**The clock network**

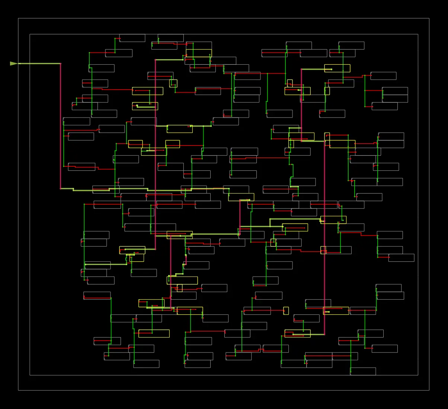
**Sequential cells coloured by netlist name**

Other sequential cells in the stronger grey, the rest of the logic in the fainter grey.
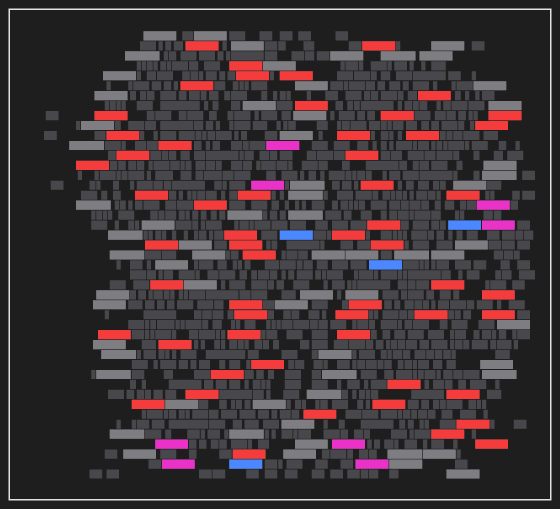
**Sizing map**

Scale bar: 50 um.
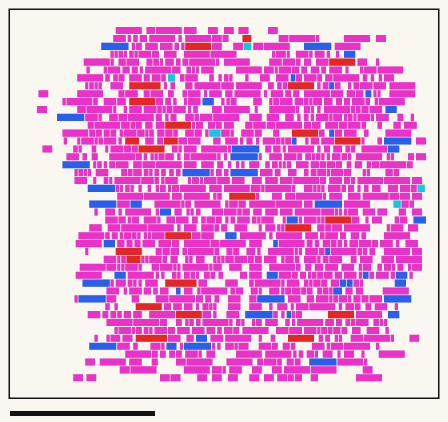
**Clock network drawn from the DEF**

Scale bar: 50 um.
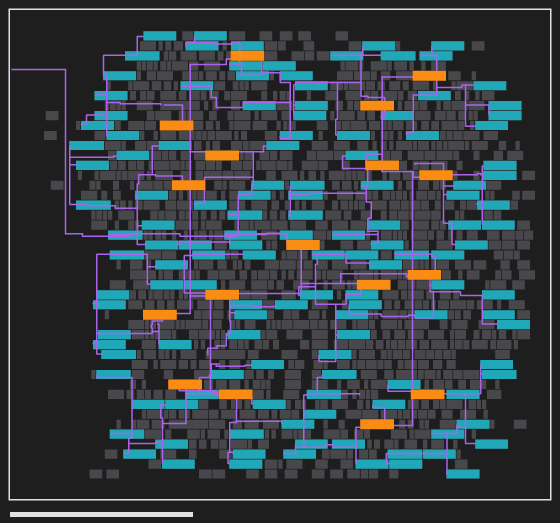
[config.mk]
export PLATFORM = sky130hd
export DESIGN_NAME = multi_chan_delay_timer_flat
export DESIGN_NICKNAME = d
export VERILOG_FILES = /design/src/rtl/multi_chan_delay_timer_if.sv /design/src/rtl/multi_chan_delay_timer.sv /design/src/flat_wrapper.sv
export SDC_FILE = /design/constraint.sdc
export NUM_CORES = 1
export LEC_CHECK = 0
export CORE_ASPECT_RATIO = 0.9
export CORE_MARGIN = 4
export CORE_UTILIZATION = 55
export CTS_BUF_LIST = sky130_fd_sc_hd__clkbuf_4 sky130_fd_sc_hd__clkbuf_8 sky130_fd_sc_hd__clkbuf_16
export DETAILED_ROUTE_END_ITERATION = 12
export MAX_ROUTING_LAYER = met4
export PLACE_DENSITY = 0.85
export SETUP_SLACK_MARGIN = 0.15
export SYNTH_ARGS = -nofsm -noshare
export SYNTH_HDL_FRONTEND = slang
export SYNTH_SLANG_ARGS = --single-unit
[constraint.sdc]
create_clock -name clk -period 13.8 [get_ports clk]
set_input_delay 1.38 -clock clk [delete_from_list [all_inputs] [get_ports clk]]
set_output_delay 1.38 -clock clk [all_outputs]
set_load 0.1 [all_outputs]
[src/rtl/multi_chan_delay_timer_if.sv]
// Bundled control/status signals of the multi-channel delay timer.
// The master side drives enables and period writes; the slave side is the timer.
interface multi_chan_delay_timer_if #(
    parameter int NCH   = 4,
    parameter int CBITS = 14
);
    localparam int CHW = (NCH > 1) ? $clog2(NCH) : 1;

    logic [NCH-1:0]   en;
    logic [NCH-1:0]   periodic;
    logic             prd_we;
    logic [CHW-1:0]   prd_ch;
    logic [CBITS-1:0] prd_val;
    logic [NCH-1:0]   err_clr;
    logic [NCH-1:0]   sig;
    logic [NCH-1:0]   flg;
    logic [NCH-1:0]   err;
    logic             any_sig;

    modport master (
        output en, periodic, prd_we, prd_ch, prd_val, err_clr,
        input  sig, flg, err, any_sig
    );

    modport slave (
        input  en, periodic, prd_we, prd_ch, prd_val, err_clr,
        output sig, flg, err, any_sig
    );
endinterface

[src/rtl/multi_chan_delay_timer.sv]
// NCH independent IDLE/RUN/DONE delay counters with programmable period, one-shot/periodic
// reload, in-window flag and sticky error. Define DELAY_TIMER_SVA_EN to compile in assertions.
module multi_chan_delay_timer #(
    parameter int NCH   = 4,
    parameter int CBITS = 14,
    parameter int N     = 10000
) (
    input  logic                    clk,
    input  logic                    rst,
    multi_chan_delay_timer_if.slave bus
);
    localparam logic [1:0] S_IDLE = 2'd0;
    localparam logic [1:0] S_RUN  = 2'd1;
    localparam logic [1:0] S_DONE = 2'd2;

    localparam logic [CBITS-1:0] PRD_RST = CBITS'(N);
    localparam logic [CBITS:0]   ONE_W   = (CBITS+1)'(1);

    logic [1:0]       state_q  [NCH];
    logic [1:0]       state_d  [NCH];
    logic [CBITS-1:0] cnt_q    [NCH];
    logic [CBITS-1:0] cnt_d    [NCH];
    logic [CBITS-1:0] period_q [NCH];
    logic [CBITS-1:0] period_d [NCH];
    logic [CBITS:0]   c_w      [NCH];
    logic [NCH-1:0]   wr_hit;
    logic [NCH-1:0]   sig_q, sig_d;
    logic [NCH-1:0]   flg_q, flg_d;
    logic [NCH-1:0]   err_q, err_d;
    logic             any_q, any_d;

    always_comb begin
        any_d = 1'b0;
        for (int i = 0; i < NCH; i++) begin
            // Out-of-range channel numbers match no channel, so such writes vanish.
            wr_hit[i]   = bus.prd_we && (int'(bus.prd_ch) == i);
            c_w[i]      = {1'b0, cnt_q[i]} + ONE_W;
            state_d[i]  = state_q[i];
            cnt_d[i]    = cnt_q[i];
            period_d[i] = wr_hit[i] ? bus.prd_val : period_q[i];
            sig_d[i]    = 1'b0;
            err_d[i]    = err_q[i] & ~bus.err_clr[i];

            case (state_q[i])
                S_IDLE: begin
                    cnt_d[i] = '0;
                    if (bus.en[i]) state_d[i] = S_RUN;
                end
                S_RUN: begin
                    if (!bus.en[i]) begin
                        state_d[i] = S_IDLE;
                        cnt_d[i]   = '0;
                    end else if (c_w[i] > {1'b0, period_q[i]}) begin
                        // Expiry is judged against the period in force before any write this cycle.
                        sig_d[i] = 1'b1;
                        cnt_d[i] = '0;
                        if (!bus.periodic[i]) state_d[i] = S_DONE;
                    end else begin
                        cnt_d[i] = c_w[i][CBITS-1:0];
                    end
                end
                S_DONE: begin
                    cnt_d[i] = '0;
                    if (!bus.en[i]) state_d[i] = S_IDLE;
                end
                default: begin
                    state_d[i] = S_IDLE;
                    cnt_d[i]   = '0;
                end
            endcase

            // Shrinking the period below the running count is flagged; set beats clear.
            if (wr_hit[i] && (state_q[i] == S_RUN) && (bus.prd_val < cnt_q[i]))
                err_d[i] = 1'b1;

            flg_d[i] = (state_d[i] == S_RUN) && (cnt_d[i] <= period_d[i]);
            any_d    = any_d | sig_d[i];
        end
    end

    always_ff @(posedge clk or posedge rst) begin
        if (rst) begin
            for (int i = 0; i < NCH; i++) begin
                state_q[i]  <= S_IDLE;
                cnt_q[i]    <= '0;
                period_q[i] <= PRD_RST;
            end
            sig_q <= '0;
            flg_q <= '0;
            err_q <= '0;
            any_q <= 1'b0;
        end else begin
            for (int i = 0; i < NCH; i++) begin
                state_q[i]  <= state_d[i];
                cnt_q[i]    <= cnt_d[i];
                period_q[i] <= period_d[i];
            end
            sig_q <= sig_d;
            flg_q <= flg_d;
            err_q <= err_d;
            any_q <= any_d;
        end
    end

    assign bus.sig     = sig_q;
    assign bus.flg     = flg_q;
    assign bus.err     = err_q;
    assign bus.any_sig = any_q;

`ifdef DELAY_TIMER_SVA_EN
    for (genvar g = 0; g < NCH; g++) begin : g_sva
        a_no_double_sig : assert property (@(posedge clk) disable iff (rst)
            (sig_q[g] && (period_q[g] != '0)) |=> !sig_q[g]);

        a_err_cause : assert property (@(posedge clk) disable iff (rst)
            $rose(err_q[g]) |-> $past(bus.prd_we && (int'(bus.prd_ch) == g)));

        a_liveness : assert property (@(posedge clk) disable iff (rst)
            (bus.en[g] && (state_q[g] == S_IDLE)) |-> s_eventually (sig_q[g] || !bus.en[g]));

        a_flg_until_sig : assert property (@(posedge clk) disable iff (rst)
            ((state_q[g] == S_RUN) && ($past(state_q[g]) != S_RUN))
            |-> (flg_q[g] s_until (sig_q[g] || !bus.en[g] || err_q[g])));
    end
`else
`endif
endmodule
[src/flat_wrapper.sv]
// flat-port wrapper written by rule: the top's interface ports become plain ports
module multi_chan_delay_timer_flat 
#(
    parameter int NCH   = 4,
    parameter int CBITS = 14,
    parameter int N     = 10000
)
  (clk, rst, bus_en, bus_periodic, bus_prd_we, bus_prd_ch, bus_prd_val, bus_err_clr, bus_sig, bus_flg, bus_err, bus_any_sig);
  multi_chan_delay_timer_if #(.NCH(NCH), .CBITS(CBITS)) bus_i ();
  input  logic clk;
  input  logic rst;
  input wire logic [$bits(bus_i.en)-1:0] bus_en;
  input wire logic [$bits(bus_i.periodic)-1:0] bus_periodic;
  input wire logic [$bits(bus_i.prd_we)-1:0] bus_prd_we;
  input wire logic [$bits(bus_i.prd_ch)-1:0] bus_prd_ch;
  input wire logic [$bits(bus_i.prd_val)-1:0] bus_prd_val;
  input wire logic [$bits(bus_i.err_clr)-1:0] bus_err_clr;
  output wire logic [$bits(bus_i.sig)-1:0] bus_sig;
  output wire logic [$bits(bus_i.flg)-1:0] bus_flg;
  output wire logic [$bits(bus_i.err)-1:0] bus_err;
  output wire logic [$bits(bus_i.any_sig)-1:0] bus_any_sig;
  assign bus_i.en = bus_en;
  assign bus_i.periodic = bus_periodic;
  assign bus_i.prd_we = bus_prd_we;
  assign bus_i.prd_ch = bus_prd_ch;
  assign bus_i.prd_val = bus_prd_val;
  assign bus_i.err_clr = bus_err_clr;
  assign bus_sig = bus_i.sig;
  assign bus_flg = bus_i.flg;
  assign bus_err = bus_i.err;
  assign bus_any_sig = bus_i.any_sig;
  multi_chan_delay_timer #(.NCH(NCH), .CBITS(CBITS), .N(N)) u_core (.clk(clk), .rst(rst), .bus(bus_i));
endmodule
==> results.txt <==
Observations from the implementation run.

Pwr:
- The share of total power dissipated in combinational logic is 0.198.
- The run puts the cell area power density at 105 nW/um^2.

Cells and area:
- The run puts the number of antenna repair diodes at 0.
- According to the finish report, the design has a final net count of 1274.

CTS:
- The run puts the clock transition at the registers of the reported paths at 0.06 ns.
- In this run the deepest clock path goes through 2 buffers.
- The run puts the post-cts hold-fix buffer tally at 0.
- The clock reaches the later pin of the worst-skew pair after 0.43 ns.
- TritonCTS built the clock tree.
- The run gives the clock tree root driver cell as sky130_fd_sc_hd__clkbuf_16.

Drt:
- The run gives the length of the first detailed-routing pass in iterations as 5.
- The run gives the number of vias after detailed routing as 7722.

STA:
- The final report lists the setup-violating endpoint count as 0.
- Measured against its own limit, the worst slew margin works out to 0.283.

Worst setup path:
- The capture point of the worst register-to-register path is recorded as u_core.bus.flg[2].
- The timing report shows the most common cell along the critical path to be sky130_fd_sc_hd__ha_1.
- The report puts the cell count of the worst reg-to-reg path at 20.
- The slowest stage of the critical path is the sky130_fd_sc_hd__a22o_1 cell.
- STA classifies the critical path startpoint as a flip-flop.
- The run gives the reg2reg setup slack as 8.60 ns.

Synthesis:
- The run gives the mean instance size in the synthesized netlist as 9.44 um^2.
- The run gives the sequential element share of the synthesized area as 0.348.
- For reference, the top logic cell family by area is adder cells.
- The run puts the total of warnings raised by yosys at 0.
- Of the total synthesized cell area, the portion taken by XOR and XNOR cells is 0.0436.
- The run gives the dominant register cell in the synthesized netlist as sky130_fd_sc_hd__dfrtp_1.

Placed design:
- The run gives the routability congestion estimate from global placement as 0.923.

Hold path:
- Hold analysis shows the worst path with a depth of 1.

Floorplanning:
- The run gives the chip height as 134 um.
- The run puts the core footprint at 17100 um^2.

Run status:
- The run finished with clean final reports.

Global route:
- The run puts the via count of the first global-routing pass at 7772.
## Picture notes: 'the clock network'
number of buffers created by CTS: 17
power dissipated in the clock network: 0.000473 W

## Picture notes: 'sequential cells coloured by netlist name'
| colour | name in the netlist | sequential cells |
|---|---|---|
| magenta | `u_core.state_q` | 8 |
| red | `u_core.cnt_q` | 56 |
| blue | `u_core.bus.sig` | 4 |
not coloured: 65

## Picture notes: 'sizing map'
| colour | size | cells | most used |
|---|---|---|---|
| blue | x2 | 50 | dfstp_2 |
| red | x6 and larger | 24 | clkbuf_16 |
| magenta | x1 and smaller | 1009 | inv_1 |
| cyan | x3 and x4 | 5 | buf_4 |

## Picture notes: 'clock network drawn from the DEF'
[orange] clock-net drivers | count: 17
[cyan] flip-flops | count: 133
[purple] clock wires | length: 1910 um
routed clock nets: 18
flops lie: widely spread

==> power groups by stage <==
stage / clock [W] / combinational (W) / sequential, W
floorplan: 0 / 0.000149 / 0.000457
global placement: 0 / 0.000214 / 0.000453
detailed placement: 0 / 0.000222 / 0.000455
CTS: 0.000474 / 0.000226 / 0.000448
global route: 0.000492 / 0.000256 / 0.000452
finish: 0.000473 / 0.000228 / 0.000449
==> area by class of cell <==
cell class	instances	area, um^2
clock buffer	21	474
clock inverter	11	130
fill	1341	6110
inverter	170	643
multi-input combinational	707	5600
sequential	133	3350
tap	235	294
timing repair buffer	46	453
==> worst max-delay path, delay by kind of cell (launching register included) <==
family / cells / cell delay [ns]
flops: 1 / 0.45
xor+xnor: 1 / 0.25
simple gates: 9 / 2.02
compound gates: 7 / 1.55
fa+ha+maj: 3 / 0.85
==> state kept, by name (all words and copies together) (netlist names) <==
signal              count
u_core.bus.any_sig      1
u_core.period_q        56
u_core.state_q          8
u_core.bus.flg          4
u_core.cnt_q           56
u_core.bus.sig          4
u_core.bus.err          4
==> cell usage after synthesis, drive strengths merged (8+ instances only) <==
cell / number / area share
nor4: 8 / 0.0052
mux2i: 28 / 0.029
inv: 170 / 0.066
nand4: 34 / 0.022
nand3: 30 / 0.016
xnor2: 44 / 0.040
nor2b: 52 / 0.034
ha: 168 / 0.22
nor3b: 12 / 0.0093
a21oi: 57 / 0.030
nor3: 15 / 0.0078
a211oi: 15 / 0.012
dfstp: 20 / 0.055
nand2: 30 / 0.012
a21o: 20 / 0.016
nor2: 54 / 0.021
o21ai: 24 / 0.012
dfrtp: 113 / 0.29
nand2b: 10 / 0.0065
mux2: 15 / 0.018
==> stage by stage <==
stage          area (um^2)  worst slack (ns)  utilization  power [W]  instances
6_report             10900              8.60        0.642    0.00115       1323
5_1_grt              10900              8.30        0.642    0.00120       1323
4_1_cts              10900              8.66        0.642    0.00115       1323
3_5_place_dp         10300              8.78        0.606   0.000676       1291
3_3_place_gp         10300              8.93        0.606   0.000667       1291
2_1_floorplan         9640              8.90            -   0.000606       1021
==> how the worst min path moves through the flow <==
| stage | start | to | slack (ns) |
|---|---|---|---|
| CTS | u_core.state_q[4] | u_core.state_q[4] | 0.49 |
| global placement | u_core.state_q[4] | u_core.state_q[4] | 0.48 |
| global route | u_core.state_q[4] | u_core.bus.flg[1] | 0.53 |
| floorplan | u_core.state_q[4] | u_core.state_q[4] | 0.44 |
| detailed placement | u_core.state_q[4] | u_core.state_q[4] | 0.49 |
| finish | u_core.state_q[4] | u_core.state_q[4] | 0.49 |
==> logic make-up (layout without fill, tap and decap cells) <==
kind of cell    Yosys count  count (layout)
simple gates            279             279
buf+inv                 181             248
compound gates          169             169
fa+ha+maj               168             168
flops                   133             133
xor+xnor                 48              48
mux                      43              43
==> metal layers <==
| metal | wire [um] | global-route usage | vias up |
|---|---|---|---|
| met2 | 11200 | 0.398 | 288 |
| met3 | 1530 | 0.0442 | 64 |
| met5 | 0 | - | - |
| met4 | 683 | 0.0963 | 0 |
| met1 | 11000 | 0.345 | 3693 |
| li1 | - | - | 3677 |
Power is estimated from default activity; no workload was simulated.
